Design wbs_uart_rx, sky130hd; sources not shown.
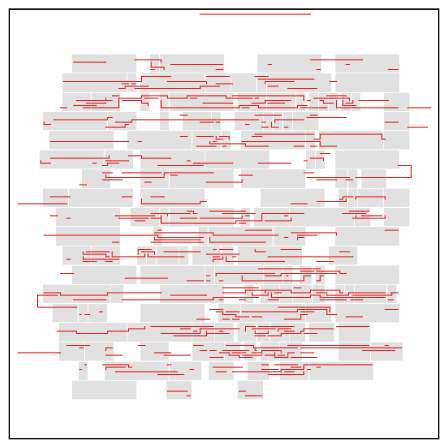
(metal 1)
share of all routed wire	44%
wire length on this layer	1230 µm
main direction	horizontal
final WL: 2780 µm
routed vias: 1006
met1 usage in global routing: 24.1%

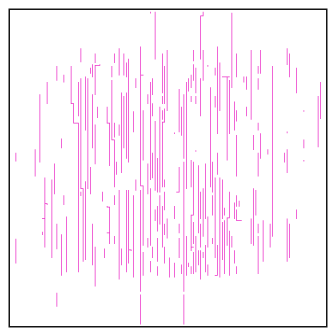
(M2 wires)
main direction	vertical
longest straight run	32.6 µm
nets with wire on the layer	138
wire length on this layer	1390 µm
M2 GR Usage: 28.5%

==> flow_summary.json <==
{
  "status": "finished clean",
  "synth_top_cell_by_area": "dfrtp_1",
  "cts.sink_count": 38,
  "yosys-stat-area_um2": 1630,
  "setup_tns_ns": 0,
  "worstPathArrival_ns": 1.94,
  "grt_use_met3_pct": 7.02,
  "logic_family": "simple AND/OR/NAND/NOR gates",
  "worstPathRequired_ns": 2.76,
  "cp.depth": 3,
  "ys_sh_adder_pct": 4.60,
  "final_max_slew_viol_count": 0,
  "yosys.area_share.aoi_pct": 5.13,
  "min_period_ns": 1.78,
  "fin_crit_sh_pct": 68.5,
  "synth.distinct_cells": 30,
  "busiest_layer": "met2",
  "drc": 0,
  "floorplan.core_util_pct": 63.6,
  "power.internal_mw": 1.20,
  "max_freq_mhz": 562,
  "clock_path_buffers": 2,
  "setup_viol": 0,
  "grt_use_total_pct": 19.2,
  "critPathCaptureType": "flip-flop",
  "core_area_um2": 2570,
  "postSynthCellCount": 132,
  "die_y_um": 60.6,
  "p_comb_share_pct": 20.0,
  "cp_num_buf_inv": 0,
  "finClkSkew_ns": 0.00340,
  "seqPwrFrac_pct": 46.1,
  "worst-r2r-setup-slack_ns": 0.82,
  "die-area_um2": 3670,
  "r2r_cells": 3,
  "hold_buffers": 0,
  "viasPerCell": 5.53,
  "ys_async_sr_fraction_pct": 100,
  "finalHoldViolations": 0,
  "die_w_um": 60.6,
  "routedWlPerCell_um": 15.3,
  "switching_share_pct": 28.7,
  "ant_nets": 0,
  "cp_cell_sequence": "nor2b_4 > nor3b_4 > mux2_2",
  "max_cap_violations": 0,
  "maxSlewHeadroom_pct": 65.3,
  "syn_area_um2": 1630,
  "switchingPower_mw": 0.484,
  "syn_nets": 142,
  "finalNetCount": 161,
  "hpwlAfterDp_um": 1910,
  "cts_tree": "done",
  "leakagePower_nw": 0.981,
  "drive_gt1_share_pct": 21.1,
  "grt_pass1_wl_um": 4760,
  "critPathKind": "reg2reg",
  "rsz0062_at_grt": "false",
  "hold_class": "reg2reg",
  "avgSynthCellArea_um2": 12.4,
  "openroad.warnings": 29,
  "cts_inserted_buffers": 5,
  "drt-initial-drc-count": 31,
  "netlist.area_leader.share_pct": 55.2,
  "ys.flops": 38,
  "cts_resized": 0,
  "enable_flop_cells": 0,
  "tightest_slew_ns": 0.521,
  "grt_antenna_before_repair": 0,
  "synth_warnings": 6
}
power groups by stage:
| stage | clock [mW] | sequential, mW | combinational (mW) |
|---|---|---|---|
| after floorplan | 0 | 0.749 | 0.303 |
| after global placement | 0 | 0.779 | 0.321 |
| after detailed placement | 0 | 0.788 | 0.341 |
| after CTS | 0.582 | 0.780 | 0.345 |
| after global routing | 0.615 | 0.796 | 0.378 |
| final | 0.571 | 0.778 | 0.338 |
cells by family (layout without fill, tap and decap cells):
family                     count (synthesis)  count (layout)
AOI/OAI and AO/OA                         12              12
buffers and inverters                     10              30
muxes                                     21              21
DFF                                       38              38
and+or+nand+nor                           45              45
adders and majority gates                  6               6
cell usage after synthesis, types with 2 or more instances:
| cell type | instances |
|---|---|
| a21oi_1 | 2 |
| a22o_1 | 3 |
| buf_4 | 2 |
| dfrtp_1 | 36 |
| dfstp_2 | 2 |
| ha_1 | 6 |
| inv_1 | 5 |
| mux2_2 | 18 |
| mux2i_1 | 3 |
| nand2_1 | 29 |
| nor2_1 | 3 |
| nor2b_1 | 2 |
| nor3b_1 | 2 |
| o21ai_0 | 3 |
through the flow:
step / instance area (µm²) / cells / utilization, % / worst slack, ns
global placement: 1800 / 174 / 70.0 / 0.759
CTS: 1940 / 182 / 75.5 / 0.801
floorplan: 1630 / 132 / - / 1.11
finish: 1940 / 182 / 75.5 / 0.820
global route: 1940 / 182 / 75.5 / 0.711
detailed placement: 1800 / 174 / 70.0 / 0.671
routing by layer:
metal	up-vias	wire length, µm	share of wire [%]
li1	485	-	-
met1	498	1230	44
met2	16	1390	50
met3	7	115	4.1
met4	0	53	1.9
met5	-	0	0
worst register-to-register path, cell delays in order (launching register included):
cell and delay (ns):
dfrtp_1 0.52, nor2b_4 0.28, nor3b_4 0.46, mux2_2 0.40
layout make-up:
| type | count | area [µm²] |
|---|---|---|
| inverters | 6 | 22.5 |
| flip-flops and latches | 38 | 953 |
| well taps | 30 | 37.5 |
| repair buffers | 16 | 158 |
| clock inverters | 3 | 16.3 |
| clock buffers | 5 | 125 |
| fillers | 169 | 628 |
| multi-input cells | 84 | 627 |
Power figures rest on the tool's default switching activity, not on a simulated workload.
